$ cat src/rtl/shared_divider.sv
// Time-shared restoring unsigned divider: one quotient bit per clock, result held on dividerres with a Ready level.
// Optional round-to-nearest quotient when DIVIDER_ROUND_EN is defined; default build truncates (floor).
module shared_divider #(
    parameter int WIDTH_div = 16
) (
    input  logic                   clk,
    input  logic                   r,
    input  logic [2*WIDTH_div-1:0] dividerbus,
    input  logic                   start,
    output logic [WIDTH_div-1:0]   dividerres,
    output logic [1:0]             dividercontrol
);

    localparam int CNT_W = $clog2(WIDTH_div + 1);

    typedef enum logic {
        IDLE,
        CALC
    } state_t;

    state_t               state;
    logic [WIDTH_div-1:0] dvd;   // dividend, shifts out as quotient bits shift in
    logic [WIDTH_div-1:0] dvs;
    logic [WIDTH_div-1:0] rem;
    logic [CNT_W-1:0]     cnt;
    logic                 busy;
    logic                 ready;

    logic [WIDTH_div:0]   partial;
    logic                 ge;
    logic [WIDTH_div-1:0] trial;
    logic [WIDTH_div-1:0] rem_next;
    logic [WIDTH_div-1:0] quo_next;
    logic [WIDTH_div-1:0] final_q;

    // NOTE: every always_comb output gets a value before any condition so no latch is inferred.
    always_comb begin
        partial  = {rem, dvd[WIDTH_div-1]};
        ge       = partial >= {1'b0, dvs};
        // A passing trial leaves the top partial bit zero, so the low bits suffice.
        trial    = partial[WIDTH_div-1:0] - dvs;
        rem_next = ge ? trial : partial[WIDTH_div-1:0];
        quo_next = {dvd[WIDTH_div-2:0], ge};
        final_q  = quo_next;
`ifdef DIVIDER_ROUND_EN
        // Round half up, saturating so an all-ones quotient never wraps to zero.
        if (({rem_next, 1'b0} >= {1'b0, dvs}) && (quo_next != '1))
            final_q = quo_next + 1'b1;
`endif
    end

    // NOTE: sequential state uses non-blocking assignments so every register samples pre-edge values.
    always_ff @(posedge clk) begin
        if (!r) begin
            state      <= IDLE;
            dvd        <= '0;
            dvs        <= '0;
            rem        <= '0;
            cnt        <= '0;
            busy       <= 1'b0;
            ready      <= 1'b0;
            dividerres <= '0;
        end else begin
            case (state)
                IDLE: begin
                    if (start) begin
                        dvd   <= dividerbus[2*WIDTH_div-1:WIDTH_div];
                        dvs   <= dividerbus[WIDTH_div-1:0];
                        rem   <= '0;
                        cnt   <= CNT_W'(WIDTH_div);
                        busy  <= 1'b1;
                        ready <= 1'b0;
                        state <= CALC;
                    end
                end
                CALC: begin
                    rem <= rem_next;
                    dvd <= quo_next;
                    cnt <= cnt - 1'b1;
                    if (cnt == CNT_W'(1)) begin
                        dividerres <= final_q;
                        busy       <= 1'b0;
                        ready      <= 1'b1;
                        state      <= IDLE;
                    end
                end
                default: state <= IDLE;
            endcase
        end
    end

    assign dividercontrol = {busy, ready};

endmodule

$ cat config.mk
export PLATFORM = sky130hd
export DESIGN_NAME = shared_divider
export DESIGN_NICKNAME = d
export VERILOG_FILES = /design/src/rtl/shared_divider.sv
export SDC_FILE = /design/constraint.sdc
export NUM_CORES = 1
export LEC_CHECK = 0
export CAP_MARGIN = 20
export CELL_PAD_IN_SITES_DETAIL_PLACEMENT = 0
export CELL_PAD_IN_SITES_GLOBAL_PLACEMENT = 1
export CORE_ASPECT_RATIO = 1.1
export CORE_MARGIN = 10
export CORE_UTILIZATION = 44
export CTS_CLUSTER_DIAMETER = 100
export DETAILED_ROUTE_END_ITERATION = 7
export GPL_TIMING_DRIVEN = 1
export PLACE_DENSITY = 0.86
export SLEW_MARGIN = 10
export SYNTH_ARGS = -nofsm -noshare
export SYNTH_HDL_FRONTEND = slang
export SYNTH_SLANG_ARGS = --single-unit
$ cat constraint.sdc
create_clock -name clk -period 5.05 [get_ports clk]
set_clock_uncertainty 0.1 [all_clocks]
set_input_delay 1.01 -clock clk [delete_from_list [all_inputs] [get_ports clk]]
set_output_delay 1.01 -clock clk [all_outputs]
set_load 0.05 [all_outputs]
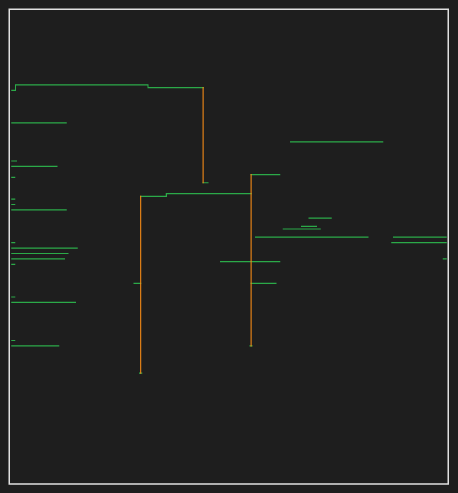
*Metal layers overlaid, run 1*
(4 px per µm) Only two layers are drawn.
[M3] green | wire length: 322 µm
[M4] orange | wire length: 111 µm
wire length per cell: 14.5 µm
Total Routing Usage GR: 0.146
Vias: 3,286
final wirelength: 9.13 mm

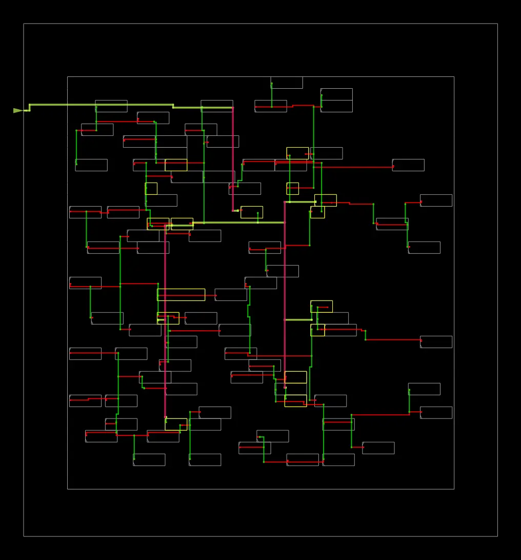
*Clock routing, run 1*
flop count: 72
worst-skew pair later-pin latency: 0.34 ns
CLK BUF: 11
Clk power: 0.000495 W

==> results_slide.txt, run 1 <==
Synthesis and Place & Route Summary

Final timing
  – Setup TNS: 0 ns
  – Worst hold slack: 0.363 ns
  – Fmax: between 0.3 and 0.4 GHz
  – RSZ-0062 raised after global routing: no
  – Final Hold Fails: 0
  – Max-slew headroom: 0.478
  – Period utilization: 0.623

Setup path
  – Worst-path maximum fanout: 13
  – Worst path bufs/invs: 2
  – Startpoint types: flop
  – Worst R2R Start: dvs[1]
  – Worst setup path start: dvs[1]
  – Kind of critical path: reg -> reg
  – Required time of the critical path: a little over 5 ns
  – Critical path's top delay family: AND-OR/OR-AND gates

Synthesis
  – Synthesized area per cell: a little over 8 µm²
  – Post-synth EDFFs: 0
  – XOR Share, Synth: 0.0294
  – Synth logic family: simple AND/OR/NAND/NOR gates
  – And+or+nand+nor area frac: 0.227
  – Ao+oa area frac: 0.190
  – Post-Synthesis Cells: 477
  – Mux contribution to synthesized area: 0.0624
  – Post-Syn Area: slightly below 4000 µm²
  – Synth Warn #: 0
  – Seq share, synth: 0.373

Detailed routing
  – Via density: between 5 and 6
  – Iter 0 DRT Violations: ~130
  – DRC violations left: 0
  – Final ANT Viol Nets: 0

Pwr
  – Flop pwr share: 0.297
  – Leak pwr: around 1.8 nW
  – Int Power: about 0.0014 W
  – Clk pwr share: 0.215
  – Switching Power: ~0.0009 W
  – Gate power share: 0.488
  – VDD IR max: around 0.00024 V
  – PwrDens: approximately 490 nW/µm²

Clock network
  – Clock buffer depth: 2
  – Root buffer selected by CTS: clkbuf_8
  – CTS tree: yes
  – Hold-fix buffers at CTS: 0
  – H-tree level count: 3

Status
  – Outcome: completed

Placed design
  – Gpl congestion: just under 0.9
  – Placed cells: 615
  – Detailed Place HPWL: ~6.5 mm
  – Post-DP Area: between 4000 and 5000 µm²

GRT
  – First-pass GRT wire length: 15.6 mm
  – Initial antenna violation count: 0
  – Vias in the first global route: roughly 3.3k

Flow run
  – Max_cap viols: 0

Floorplan
  – Core utilization at floorplan: 0.455
  – Die y size: around 120 µm
  – # rows: 35

Finish
  – Diode count: 0
  – Share of cells above drive strength 1: 0.0500
  – Final net count: 569
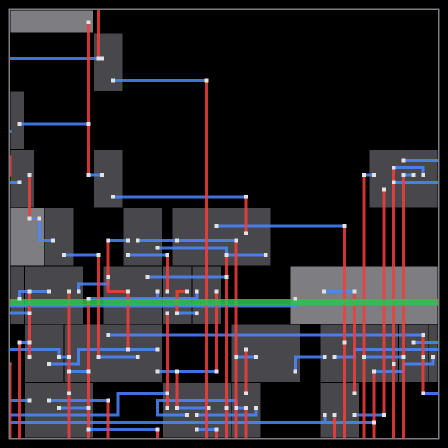
*Zoomed window, run 1*
Region (72, 79) to (92, 99) µm. Cells in gray, sequential cells in the stronger gray; small squares are vias.
[M2] red
[M3] green
[M1] blue
cells with their middle in the window: 21
most frequent: inv_1 (3), nor2_1 (3)
netlist names of flops here include: rem (1)
sequential cells in the window: 1

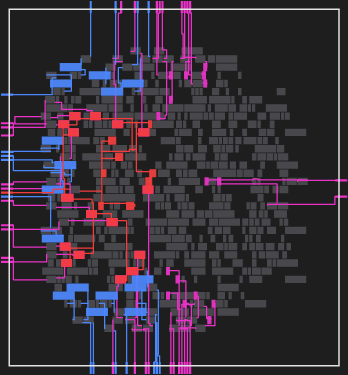
*Port wiring, run 1*
(3 px per µm)
[dividerbus] magenta | bits: 32 | direction: input | end cells: 32 | buffers: 32 | wire: 1,010 µm
[dividerres] blue | bits: 16 | direction: output | end cells: 16 | buffers: 16 | wire: 447 µm
[start] red | bits: 1 | direction: input | end cells: 24 | buffers: 2 | wire: 283 µm

==> run 1: tightest hold or removal path: cells and delay by family (launching register included) <==
family,cells,cell delay (ns)
flops,1,0.31
simple gates,1,0.04
compound gates,1,0.06
==> run 1: sequential cells by signal, summed over array words and instances, names as in the netlist <==
| name | cells |
|---|---|
| dividerres | 16 |
| dvd | 16 |
| dvs | 16 |
| rem | 16 |
| cnt | 5 |
| busy | 1 |
| ready | 1 |
| state | 1 |
==> run 1: metal layers <==
metal / routed length, µm / global-route usage
met1: 4020 / 0.173
met2: 4670 / 0.250
met3: 321 / 0.0293
met4: 110 / 0.0489
met5: 0 / 0
==> run 1: kinds of logic after synthesis <==
family | count (synthesis)
adders and majority gates | 19
AOI/OAI and AO/OA | 112
and+or+nand+nor | 185
muxes | 24
DFF | 72
xor gates and xnor gates | 13
buffers and inverters | 52
==> run 1: cell usage after synthesis (3+ instances only) <==
cell / number / area (µm²)
nand2_1: 105 / 394
dfxtp_1: 72 / 1440
a21boi_0: 33 / 248
o21ai_0: 24 / 120
clkbuf_1: 23 / 86.3
mux2i_1: 23 / 230
inv_1: 22 / 82.6
a21oi_1: 19 / 95.1
and2_1: 18 / 113
ha_1: 18 / 225
nor2_1: 12 / 45.0
nand3_1: 9 / 45.0
xnor2_1: 9 / 78.8
nor2b_1: 8 / 50.1
o21ai_1: 7 / 35.0
nor3_1: 6 / 30.0
a21o_1: 5 / 37.5
a32oi_1: 5 / 43.8
nand4_1: 4 / 25.0
or3_1: 4 / 25.0
xor2_1: 4 / 35.0
nand2b_1: 3 / 18.8
nor4_1: 3 / 18.8
o211ai_1: 3 / 22.5
o21a_1: 3 / 22.5
o31ai_1: 3 / 22.5
==> run 1: placed cells by master, fill, tap and decap left out, drive strengths merged, types with 4 or more instances in the layout <==
master / count
nand2: 105
dfxtp: 72
clkdlybuf4s50: 52
a21boi: 33
o21ai: 31
inv: 24
mux2i: 23
a21oi: 20
and2: 18
ha: 18
nor2: 12
clkbuf: 11
nand3: 9
xnor2: 9
nor2b: 8
nor3: 6
a32oi: 5
a21o: 5
buf: 5
nand4: 4
or3: 4
xor2: 4
nor4: 4
==> run 1: worst paths after layout <==
| path | slack [ns] | endpoint | depth (start not counted) |
|---|---|---|---|
| setup / recovery | 1.91 | rem[7] | 10 |
| hold / removal | 0.36 | dividerres[6] | 2 |
| hold reg to reg | 0.36 | dividerres[6] | 2 |
| setup reg to reg | 1.91 | rem[7] | 10 |
==> run 1: area by class of cell <==
| class | count | area (µm²) |
|---|---|---|
| clock buffers | 11 | 151 |
| inverters | 22 | 82.6 |
| clock inverters | 5 | 62.6 |
| flip-flops and latches | 72 | 1440 |
| repair buffers | 57 | 562 |
| multi-input cells | 353 | 2210 |
| fillers | 848 | 3840 |
| well taps | 111 | 139 |
==> run 1: power by group through the flow <==
stage,Combinational (W),Sequential (W),Clock [W]
after floorplan,0.000918,0.000683,0
after global placement,0.00111,0.000694,0
after detailed placement,0.00112,0.000696,0
after CTS,0.00113,0.000683,0.000509
after global routing,0.00125,0.000693,0.000534
final,0.00112,0.000683,0.000495
### Metal 2, run 1

(3 px per µm)
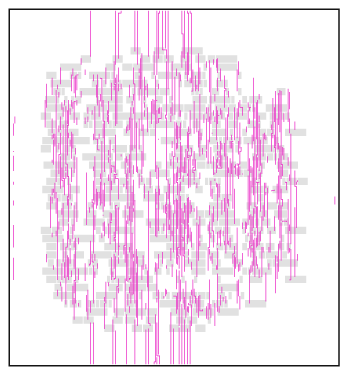

==> inputs of run 2 (changes only) <==
--- a/config.mk
+++ b/config.mk
@@ -10,11 +10,11 @@
 export CELL_PAD_IN_SITES_GLOBAL_PLACEMENT = 1
 export CORE_ASPECT_RATIO = 1.1
 export CORE_MARGIN = 10
-export CORE_UTILIZATION = 44
+export CORE_UTILIZATION = 37
 export CTS_CLUSTER_DIAMETER = 100
 export DETAILED_ROUTE_END_ITERATION = 7
 export GPL_TIMING_DRIVEN = 1
-export PLACE_DENSITY = 0.86
+export PLACE_DENSITY = 0.77
 export SLEW_MARGIN = 10
 export SYNTH_ARGS = -nofsm -noshare
 export SYNTH_HDL_FRONTEND = slang
==> constraint.sdc (replaced) <==
create_clock -name clk -period 2.65 [get_ports clk]
set_clock_uncertainty 0.1 [all_clocks]
set_input_delay 0.53 -clock clk [delete_from_list [all_inputs] [get_ports clk]]
set_output_delay 0.53 -clock clk [all_outputs]
set_load 0.05 [all_outputs]
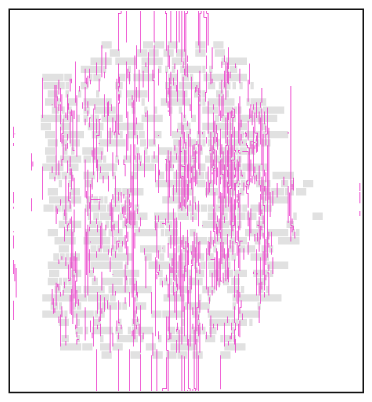
*Metal 2, run 2*
(3 px per µm)
longest straight run: 74.5 µm
main direction: vertical
nets with wire on the layer: 479
share of all routed wire: 50%
met2 Use GR: 0.214
Vias: 3,388
final wirelength: 9.47 mm

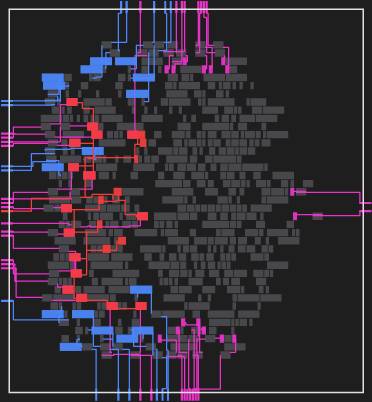
*Port wiring, run 2*
(3 px per µm)
[start] red | bits: 1 | direction: input | end cells: 24 | buffers: 3 | wire: 252 µm
[dividerres] blue | bits: 16 | direction: output | end cells: 16 | buffers: 16 | wire: 470 µm
[dividerbus] magenta | bits: 32 | direction: input | end cells: 32 | buffers: 32 | wire: 850 µm

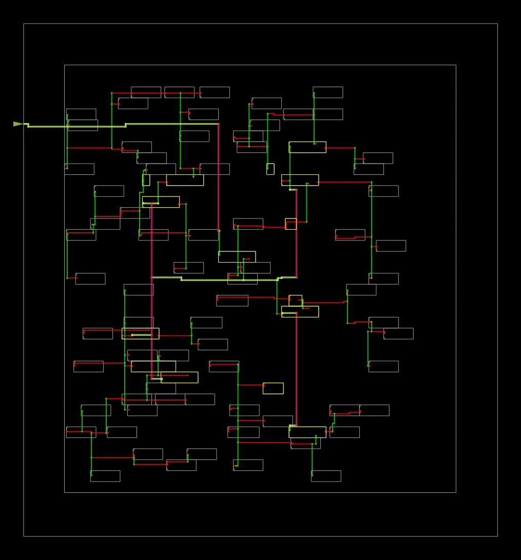
*Clock routing, run 2*
worst-skew pair later-pin latency: 0.33 ns
Clk power: 0.00121 W

==> run 2 against run 1 <==
Setup slack worse by 1.8 ns. Global-route usage shrank 2.1 points. Area after synthesis unchanged. Sequential share of layout area is 2.0 points lower. Cell count increased by 8.2%.
==> results_slide.txt, run 2 <==
Synthesis and Place & Route Summary

Floorplan
  – # rows: 39
  – Core utilization at floorplan: 0.376
  – Die y size: ~130 µm

Status
  – Outcome: completed

Pwr
  – Flop pwr share: 0.254
  – Leak pwr: 1.99 nW
  – Int Power: 0.00328 W

Placed design
  – Post-DP Area: 4590 µm²
  – Gpl congestion: between 0.8 and 0.9
  – Detailed Place HPWL: ~7 mm

GRT
  – Total Routing Usage GR: 0.124
  – First-pass GRT wire length: 15.6 mm

Clock network
  – CTS tree: yes
  – H-tree level count: 3
  – Hold-fix buffers at CTS: 0

Final timing
  – RSZ-0062 raised after global routing: yes
  – Setup TNS: 0 ns

Setup path
  – Worst R2R Start: dvs[5]
  – Worst-path maximum fanout: 5
  – Worst R2R Setup Slack: about 0.11 ns
  – R2R Path End: rem[2]
  – Kind of critical path: reg -> reg

Synthesis
  – Post-Syn Area: 3870 µm²
  – Synthesized area per cell: 8.11 µm²
  – Post-synth top cells: 105 x nand2_1, 72 x dfxtp_1, 33 x a21boi_0
  – Synth top area cells: dfxtp_1 37%, nand2_1 10%, a21boi_0 6.4%, mux2i_1 6.0%, ha_1 5.8%
  – Cell type with the largest total area: dfxtp_1
  – Mux contribution to synthesized area: 0.0624

Flow run
  – Max_cap viols: 0

Finish
  – Top Layout Cells: 105 x nand2_1, 69 x dfxtp_1, 52 x clkdlybuf4s50_1
  – Gate Area: 2260 µm²
  – Commonest Layout Cell: nand2_1
  – Share of cells above drive strength 1: 0.109
  – Reg area: around 1400 µm²

Min path
  – WHS Path Cells: 2

Detailed routing
  – Wire length per cell: 13.9 µm
  – Iter 0 DRT Violations: roughly 90
  – Via density: approximately 5.0
run 2: cell types whose count changed in the layout (fill, tap and decap cells not counted), moves of 2 or more:
cell,delta
a211oi_1,-2
a211oi_2,+2
buf_4,+20
clkbuf_16,+9
clkbuf_8,-10
clkinv_2,+2
dfxtp_1,-3
dfxtp_2,+3
ha_1,-4
ha_2,+3
o21ai_0,-3
o21ai_1,+3
run 2: power by group through the flow:
stage | Combinational (W) | Sequential [W] | Clock (W)
after floorplan | 0.00175 | 0.00130 | 0
after global placement | 0.00229 | 0.00133 | 0
after detailed placement | 0.00232 | 0.00133 | 0
after CTS | 0.00246 | 0.00131 | 0.00124
after global routing | 0.00289 | 0.00133 | 0.00128
final | 0.00264 | 0.00131 | 0.00121
run 2: cells by family after synthesis:
logic type	count (synthesis)
mux	24
compound gates	112
xor+xnor	13
buf+inv	52
simple gates	185
flops	72
fa+ha+maj	19
run 2: area by class of cell:
class                           instances  area share
Clock buffer                           10      0.0479
Clock inverter                          5      0.0113
Inverter                               22      0.0166
Multi-Input combinational cell        353       0.454
Sequential cell                        72       0.290
Tap cell                              143      0.0359
Timing Repair Buffer                   78       0.145
run 2: stage by stage:
stage          worst slack [ns]  hold slack, ns   util  std cells  power (W)
2_1_floorplan             0.111           0.342      -        477    0.00305
3_3_place_gp             0.0606           0.353  0.446        663    0.00362
3_5_place_dp            -0.0280           0.356  0.446        663    0.00365
4_1_cts                 0.00438           0.365  0.479        681    0.00500
5_1_grt                 -0.0404           0.384  0.484        683    0.00550
6_report                  0.106           0.361  0.484        683    0.00516
run 2: routing by layer:
| layer | share of wire | GRT usage |
|---|---|---|
| met1 | 0.43 | 0.144 |
| met2 | 0.50 | 0.214 |
| met3 | 0.044 | 0.0273 |
| met4 | 0.025 | 0.0604 |
| met5 | 0 | 0 |
run 2: worst max path at each step:
stage | from | endpoint | slack [ns] | depth (start not counted)
after global placement | dvd[15] | rem[14] | 0.06 | 10
after global routing | dvs[5] | rem[2] | -0.04 | 11
final | dvs[5] | rem[2] | 0.11 | 11
after CTS | dvs[1] | rem[2] | 0.004 | 11
after detailed placement | dvs[1] | rem[3] | -0.03 | 10
after floorplan | dvd[15] | rem[14] | 0.11 | 10
run 2: repair_timing:
action                     in CTS  in global routing
gates cloned                    0                  0
pin swaps                       5                  5
setup buffers                   3                  3
setup endpoints to repair       6                 17
hold endpoints to repair        0                  0
gates resized                   3                 16
run 2: worst max-delay path: stages (launching register included):
cell and delay, ns:
dfxtp_1 0.33, inv_1 0.05, ha_1 0.36, nor2_1 0.20, or2_1 0.17, a211oi_2 0.07, o31a_2 0.39, nor4_4 0.22
buf_4 0.20, buf_6 0.11, mux2i_1 0.17, o21ai_1 0.07
Power and IR drop assume default switching activity.
